## src/rtl/riscv_pkg.sv

```systemverilog
// rtl/riscv_pkg.sv - shared constants and fetch state encoding for the fetch stage
package riscv_pkg;

    localparam logic [31:0] NOP_INSTR        = 32'h0000_0013;
    localparam logic [31:0] RESET_PC_DEFAULT = 32'h0000_0000;
    localparam logic [31:0] WORD_ALIGN_MASK  = 32'hFFFF_FFFC;

    typedef enum logic [1:0] {
        FS_IDLE  = 2'b00,
        FS_FETCH = 2'b01,
        FS_DRAIN = 2'b10,
        FS_HOLD  = 2'b11
    } fetch_state_t;

    // 32-bit modulo increment; wraps silently at the top of the address space
    function automatic logic [31:0] pc_plus4(input logic [31:0] pc);
        return pc + 32'd4;
    endfunction

endpackage

```

## src/rtl/instr_fetch_if.sv

```systemverilog
// rtl/instr_fetch_if.sv - instruction memory read port between fetch unit and memory
interface instr_fetch_if;

    logic        i_mem_read;
    logic [31:0] i_mem_address;
    logic        i_mem_busywait;
    logic [31:0] i_mem_readdata;

    modport master (
        output i_mem_read,
        output i_mem_address,
        input  i_mem_busywait,
        input  i_mem_readdata
    );

    modport slave (
        input  i_mem_read,
        input  i_mem_address,
        output i_mem_busywait,
        output i_mem_readdata
    );

endinterface

```

## src/rtl/fetch_buffer.sv

```systemverilog
// rtl/fetch_buffer.sv - one-entry holding register for a word fetched during a stall
module fetch_buffer (
    input  logic        clk,
    input  logic        reset,
    input  logic        load,
    input  logic        clear,
    input  logic [31:0] d_instr,
    input  logic [31:0] d_pc,
    input  logic [31:0] d_pc_4,
    output logic [31:0] q_instr,
    output logic [31:0] q_pc,
    output logic [31:0] q_pc_4,
    output logic        full
);

    // Clear wins over load so a redirect always empties the entry
    always_ff @(posedge clk) begin
        if (!reset) begin
            q_instr <= 32'h0;
            q_pc    <= 32'h0;
            q_pc_4  <= 32'h0;
            full    <= 1'b0;
        end else if (clear) begin
            full    <= 1'b0;
        end else if (load) begin
            q_instr <= d_instr;
            q_pc    <= d_pc;
            q_pc_4  <= d_pc_4;
            full    <= 1'b1;
        end
    end

endmodule

```

## src/rtl/instr_fetch.sv

```systemverilog
// rtl/instr_fetch.sv - instruction fetch stage with IF/ID register, stall buffer and redirect drain
module instr_fetch
    import riscv_pkg::*;
#(
    parameter logic [31:0] RESET_PC = RESET_PC_DEFAULT,
    parameter logic [31:0] NOP      = NOP_INSTR
) (
    input  logic               clk,
    input  logic               reset,
    input  logic               branch_jump_signal,
    input  logic [31:0]        branch_jump_addr,
    input  logic               stall,
    instr_fetch_if.master      imem,
    output logic [31:0]        instr_out,
    output logic [31:0]        pc_out,
    output logic [31:0]        pc_4_out,
    output logic               valid_out
);

    fetch_state_t state, state_n;
    logic [31:0]  pc, pc_n;
    logic [31:0]  drain_addr, drain_addr_n;
    logic [31:0]  instr_n, pc_out_n, pc_4_n;
    logic         valid_n;
    logic         buf_load, buf_clear;
    logic [31:0]  buf_instr, buf_pc, buf_pc_4;
    logic         buf_full;
    logic         accept;
    logic [31:0]  target;

    assign accept = imem.i_mem_read && !imem.i_mem_busywait;
    assign target = branch_jump_addr & WORD_ALIGN_MASK;

    fetch_buffer u_fetch_buffer (
        .clk     (clk),
        .reset   (reset),
        .load    (buf_load),
        .clear   (buf_clear),
        .d_instr (imem.i_mem_readdata),
        .d_pc    (pc),
        .d_pc_4  (pc_plus4(pc)),
        .q_instr (buf_instr),
        .q_pc    (buf_pc),
        .q_pc_4  (buf_pc_4),
        .full    (buf_full)
    );

    // State, pc and IF/ID register update; reset dominates every other event
    always_ff @(posedge clk) begin
        if (!reset) begin
            state      <= FS_IDLE;
            pc         <= RESET_PC;
            drain_addr <= 32'h0;
            instr_out  <= NOP;
            pc_out     <= 32'h0;
            pc_4_out   <= 32'h0;
            valid_out  <= 1'b0;
        end else begin
            state      <= state_n;
            pc         <= pc_n;
            drain_addr <= drain_addr_n;
            instr_out  <= instr_n;
            pc_out     <= pc_out_n;
            pc_4_out   <= pc_4_n;
            valid_out  <= valid_n;
        end
    end

    // Next state, next pc and next IF/ID contents; redirect overrides stall
    always_comb begin
        state_n      = state;
        pc_n         = pc;
        drain_addr_n = drain_addr;
        instr_n      = instr_out;
        pc_out_n     = pc_out;
        pc_4_n       = pc_4_out;
        valid_n      = valid_out;
        buf_load     = 1'b0;
        buf_clear    = 1'b0;

        // A redirect always leaves a bubble in IF/ID and empties the buffer
        if (branch_jump_signal) begin
            instr_n   = NOP;
            pc_out_n  = 32'h0;
            pc_4_n    = 32'h0;
            valid_n   = 1'b0;
            buf_clear = 1'b1;
        end

        case (state)
            FS_IDLE: begin
                state_n = FS_FETCH;
                if (branch_jump_signal) begin
                    pc_n = target;
                end
            end
            FS_FETCH: begin
                if (branch_jump_signal) begin
                    pc_n = target;
                    if (!accept) begin
                        // Read still in flight: keep presenting the old address
                        drain_addr_n = pc;
                        state_n      = FS_DRAIN;
                    end
                end else if (accept && !stall) begin
                    instr_n  = imem.i_mem_readdata;
                    pc_out_n = pc;
                    pc_4_n   = pc_plus4(pc);
                    valid_n  = 1'b1;
                    pc_n     = pc_plus4(pc);
                end else if (accept) begin
                    buf_load = 1'b1;
                    state_n  = FS_HOLD;
                end else if (!stall) begin
                    // Downstream consumed the last word and nothing new arrived
                    instr_n  = NOP;
                    pc_out_n = 32'h0;
                    pc_4_n   = 32'h0;
                    valid_n  = 1'b0;
                end
            end
            FS_DRAIN: begin
                instr_n  = NOP;
                pc_out_n = 32'h0;
                pc_4_n   = 32'h0;
                valid_n  = 1'b0;
                if (branch_jump_signal) begin
                    pc_n = target;
                end
                if (accept) begin
                    state_n = FS_FETCH;
                end
            end
            FS_HOLD: begin
                if (branch_jump_signal) begin
                    pc_n    = target;
                    state_n = FS_FETCH;
                end else if (!stall) begin
                    instr_n   = buf_instr;
                    pc_out_n  = buf_pc;
                    pc_4_n    = buf_pc_4;
                    valid_n   = buf_full;
                    pc_n      = buf_pc_4;
                    buf_clear = 1'b1;
                    state_n   = FS_FETCH;
                end
            end
            default: begin
                state_n = FS_IDLE;
            end
        endcase
    end

    // Memory request decoded from state; drain keeps the abandoned address stable
    always_comb begin
        imem.i_mem_read    = (state == FS_FETCH) || (state == FS_DRAIN);
        imem.i_mem_address = ((state == FS_DRAIN) ? drain_addr : pc) & WORD_ALIGN_MASK;
    end

endmodule
```

## src/flat_wrapper.sv

```systemverilog
// flat-port wrapper written by rule: the top's interface ports become plain ports
module instr_fetch_flat import riscv_pkg::*;
#(
    parameter logic [31:0] RESET_PC = RESET_PC_DEFAULT,
    parameter logic [31:0] NOP      = NOP_INSTR
)
  (clk, reset, branch_jump_signal, branch_jump_addr, stall, instr_out, pc_out, pc_4_out, valid_out, imem_i_mem_read, imem_i_mem_address, imem_i_mem_busywait, imem_i_mem_readdata);
  instr_fetch_if imem_i ();
  input  logic clk;
  input  logic reset;
  input  logic branch_jump_signal;
  input  logic [31:0] branch_jump_addr;
  input  logic stall;
  output logic [31:0] instr_out;
  output logic [31:0] pc_out;
  output logic [31:0] pc_4_out;
  output logic valid_out;
  output wire logic [$bits(imem_i.i_mem_read)-1:0] imem_i_mem_read;
  output wire logic [$bits(imem_i.i_mem_address)-1:0] imem_i_mem_address;
  input wire logic [$bits(imem_i.i_mem_busywait)-1:0] imem_i_mem_busywait;
  input wire logic [$bits(imem_i.i_mem_readdata)-1:0] imem_i_mem_readdata;
  assign imem_i_mem_read = imem_i.i_mem_read;
  assign imem_i_mem_address = imem_i.i_mem_address;
  assign imem_i.i_mem_busywait = imem_i_mem_busywait;
  assign imem_i.i_mem_readdata = imem_i_mem_readdata;
  instr_fetch #(.RESET_PC(RESET_PC), .NOP(NOP)) u_core (.clk(clk), .reset(reset), .branch_jump_signal(branch_jump_signal), .branch_jump_addr(branch_jump_addr), .stall(stall), .imem(imem_i), .instr_out(instr_out), .pc_out(pc_out), .pc_4_out(pc_4_out), .valid_out(valid_out));
endmodule
```

## config.mk

```make
export PLATFORM = sky130hd
export DESIGN_NAME = instr_fetch_flat
export DESIGN_NICKNAME = d
export VERILOG_FILES = /design/src/rtl/riscv_pkg.sv /design/src/rtl/instr_fetch_if.sv /design/src/rtl/fetch_buffer.sv /design/src/rtl/instr_fetch.sv /design/src/flat_wrapper.sv
export SDC_FILE = /design/constraint.sdc
export NUM_CORES = 1
export LEC_CHECK = 0
export CORE_UTILIZATION = 55
export CTS_CLUSTER_SIZE = 24
export DETAILED_ROUTE_END_ITERATION = 8
export PLACE_DENSITY = 0.79
export SKIP_LAST_GASP = 1
export SLEW_MARGIN = 20
export SYNTH_ARGS = -nofsm -noshare
export SYNTH_HDL_FRONTEND = slang
export SYNTH_HIERARCHICAL = 1
export SYNTH_SLANG_ARGS = --single-unit
```

## constraint.sdc

```tcl
create_clock -name clk -period 3.32 [get_ports clk]
set_input_delay 0.332 -clock clk [delete_from_list [all_inputs] [get_ports clk]]
set_output_delay 0.332 -clock clk [all_outputs]
set_load 0.02 [all_outputs]
```

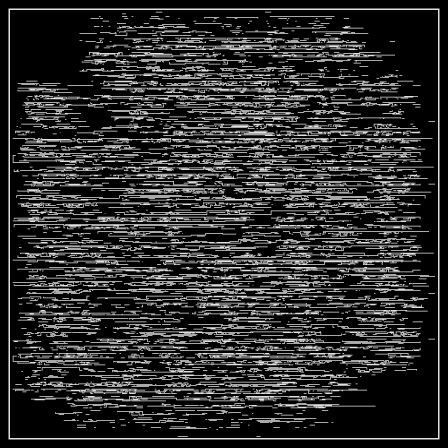
(images/met1.png)
share of all routed wire: 40%
longest straight run: 68.1 um

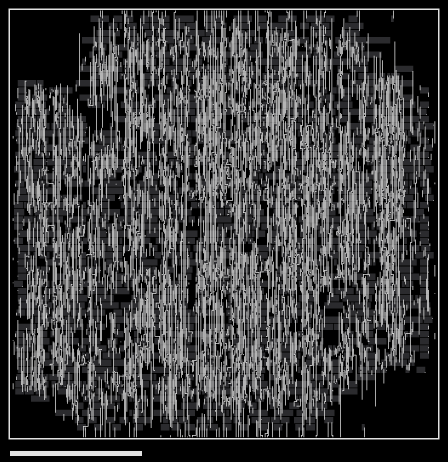
(images/met2.png)
Scale bar: 50 um.
wire length on this layer: 21.7 mm
main direction: vertical
longest straight run: 57.5 um
nets with wire on the layer: 1624
share of all routed wire: 47%

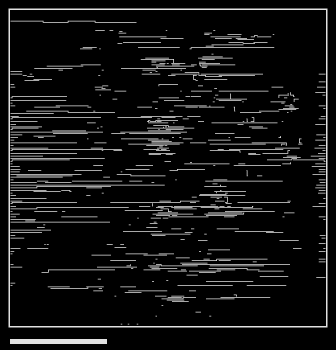
(images/met3.png)
Scale bar: 50 um.
longest straight run: 78.9 um
share of all routed wire: 9.8%
wire length on this layer: 4570 um
nets with wire on the layer: 265

## per-layer routing
metal | vias to the layer above | track usage [%]
li1 | 6677 | -
met1 | 6940 | 43.6
met2 | 846 | 55.6
met3 | 134 | 6.70
met4 | 0 | 14.7
met5 | - | 0
## placed cells by master, fill, tap and decap left out, types with 5 or more instances in the layout
master           netlist  layout
a22oi_1              104     104
nor2b_1                7       5
clkinv_2               0       8
o21a_1                 7       7
clkdlybuf4s50_1        0     192
mux2i_1              163     163
nor4_1                19      19
o21ai_0               68      68
nand4_1               13      13
nand2_1              362     362
clkbuf_1             128       5
o22ai_1               69      69
buf_12                 0      14
and2_1                 5       5
nor2_1                50      48
a21oi_1              149     149
a222oi_1              10      10
clkbuf_8               0       5
xnor2_1               12      12
or2_2                 17      17
o31a_1                 6       6
clkbuf_16              0      29
nor3_1                49      49
dfxtp_1              258     258
a31oi_1               11      11
or3_1                  6       6
nand3_1               64      64
buf_4                 16      53
mux2_2                23      23
a211oi_1              22      22
and3_1                 7       7
o221ai_1              11      11
a221oi_1               8       8
inv_1                 13      12
## stage by stage
stage	setup slack (ns)	instance area, um^2	power (mW)	hold WS [ns]
floorplan	0.948	14200	7.04	0.433
global placement	0.553	16300	8.82	0.438
detailed placement	0.475	16300	8.92	0.446
CTS	0.246	17300	12.1	0.249
global route	0.174	17300	12.7	0.294
finish	0.252	17300	12.3	0.259
## sequential cells by signal, summed over array words and instances, names as in the netlist
register	flops
u_core/u_fetch_buffer/full	1
u_core/u_fetch_buffer/q_pc	32
u_core/pc_out	32
u_core/state	2
u_core/valid_out	1
u_core/pc	32
u_core/pc_4_out	32
u_core/u_fetch_buffer/q_pc_4	32
u_core/drain_addr	30
u_core/instr_out	32
u_core/u_fetch_buffer/q_instr	32
==> changes_impl.md <==
## Implementation

- Status: completed
- Inverters: 15
- TAP cells: 330
- CP Class: flip-flop to output port
- Die Ht: 162 um
- Number of CTS-inserted buffers: 29
- P_seq: 3.85 mW
- Clock network share of area: 5.43%
- Worst-path clk slew: 0.06 ns
- Primary FF master, synth: dfxtp_1
- P_sw: 5.07 mW
- Pwr dens: 709 mW/mm^2
- CTS tree: built
- Yosys cell count: 1795
- Synth Seq Share: 36.5%
- Pin count of the biggest net entering global routing: 90
- DRT antenna net count: 0
- P&R area growth vs syn: 22.1%
- Worst hold-check path type: primary input to flip-flop
- Hold path cells: 3
- # resized after CTS: 0
- Initial DRC count: 1806
- FF-to-FF setup slack: 0.40 ns
- Flop count: 258
- Post-Syn Area: 0.0142 mm^2
- Max-slew violations: 0
- Non-clock buffering overhead: 15.1%
- CP max stage cell: clkdlybuf4s50_1
- Core Area: 0.0252 mm^2
- Start of the worst register-to-register path: u_core/state[1]
- Chip area: 0.0264 mm^2
- Cells after synthesis: 1795
- CP endpoint kind: output port
- Count of buffers from port buffering: 194
- Antenna fix cells: 1
- Routed met2 length: 21.7 mm
- Xor+xnor area frac: 0.990%
- DR vias/cell: 6.51
- Largest class: multi-input combinational cells
- Combinational power share: 42.5%
- Sequential cell area: 0.00516 mm^2
- Top area contributor share: 36.5%
- Tightest Pin Transition: 0.834 ns
- Static Leak: 5.68 nW
- CP startpoint: u_core/state[0]
- Num rows: 58
- Synth top cell by count: nand2_1
- Reg-to-Reg End: u_core/pc[27]
- Post-synthesis mux area share: 13.4%
- Critical path data arrival time: 2.74 ns
- Final min period: 3.07 ns
- Cells along the critical path: inv_1, ha_2, buf_4, mux2_2, clkdlybuf4s50_1
- Sequential cell fraction of total power: 31.4%
- Yosys aoi share: 22.6%
- Setup TNS: 0 ns
- First-pass GRT wire length: 72.9 mm
- CP required: 2.99 ns
- H-tree depth: 1
- Logic share of the area: 46.8%
- Bufs and invs on worst path: 3
- Adders+Majority by Area: 0.442%
- Clk latency late pin: 0.55 ns
- Period utilisation layout: 92.4%
- R2R depth: 8
- Crit path max fanout: 18
- Vias in the first global route: 13862
- Placed Cells incl. Taps: 2188
- Syn Area/Cell: 7.89 um^2
- Crit-path leading delay family: buffers and inverters
- Avg WL per Cell: 20.8 um
- Top non-seq family: AND-OR/OR-AND gates
- Die X: 162 um
- Yosys stat chip area: 0.0142 mm^2
- HP Start: reset
- Combinational gates: 1325
- Post-CTS setup buffer count: 0
- Sw Ratio: 41.3%
- Met3 WL post-DR: 4.57 mm
- Ys async rst share: 0%
- Fp_density: 56.2%
- OpenROAD warnings: 31
- Combinational power: 5.21 mW
- Setup repair after global routing missed its margin: false
- First-pass DRT Iterations: 6
- Final Core Density: 68.7%
- Achievable Freq: 326 MHz
- Yosys warning tally: 6
- Cell Count, Final, Fillers Out: 2241
- Maximum VDD drop: 0.000589 V
- Number of enable flip-flop cells: 0
- Max_slew headroom: 44.4%
- Gpl congestion: 0.920
- Max Cap Violations: 0
- Initial antenna violation count: 1
- MI comb area: 0.00810 mm^2
- Post-synth top area cell: dfxtp_1
- Seq/total area: 29.9%
- DR vias: 14597
- Share of cells above drive strength 1: 9.16%
- Critical Path Stages: 5
- Buffers, non-clock: 260
- Top post-synthesis cells by count: 362 x nand2_1, 258 x dfxtp_1, 163 x mux2i_1, 149 x a21oi_1, 128 x clkbuf_1
- Simple-Gate Area Share: 19.5%
- CP Launch Type: flip-flop
- Top power group: combinational cells
- Clk pwr: 3.20 mW
- Worst path max stage delay: 0.54 ns
- Final net count: 1963
- Clk root buf: clkbuf_16
- Total Routing Usage GR: 34.1%
- Routed wire length: 46.5 mm
- Synthesis-stage register bit count: 258
- Max layer used: met4
- Final Skew: 0.0122 ns
- Final hold violations: 0
- Wl on met1: 18.6 mm
- Filler instances: 2018
- # IOs: 199
- # hold bufs at CTS: 0
- Post-synth area hogs: dfxtp_1 36%, mux2i_1 12%, nand2_1 9.6%
- P_int: 7.19 mW
- Crit path to: imem_i_mem_address[24]
- Setup violators final: 0
- Endpoint, Worst Hold: u_core/u_fetch_buffer/q_pc[4]
- Distinct lib cells used: 66
- # clk buffers: 39
- CTS sink cnt: 258
- DRC: 0
- Post-DP HPWL: 27.8 mm
- Clock power share: 26.1%
Power and IR drop assume default switching activity.
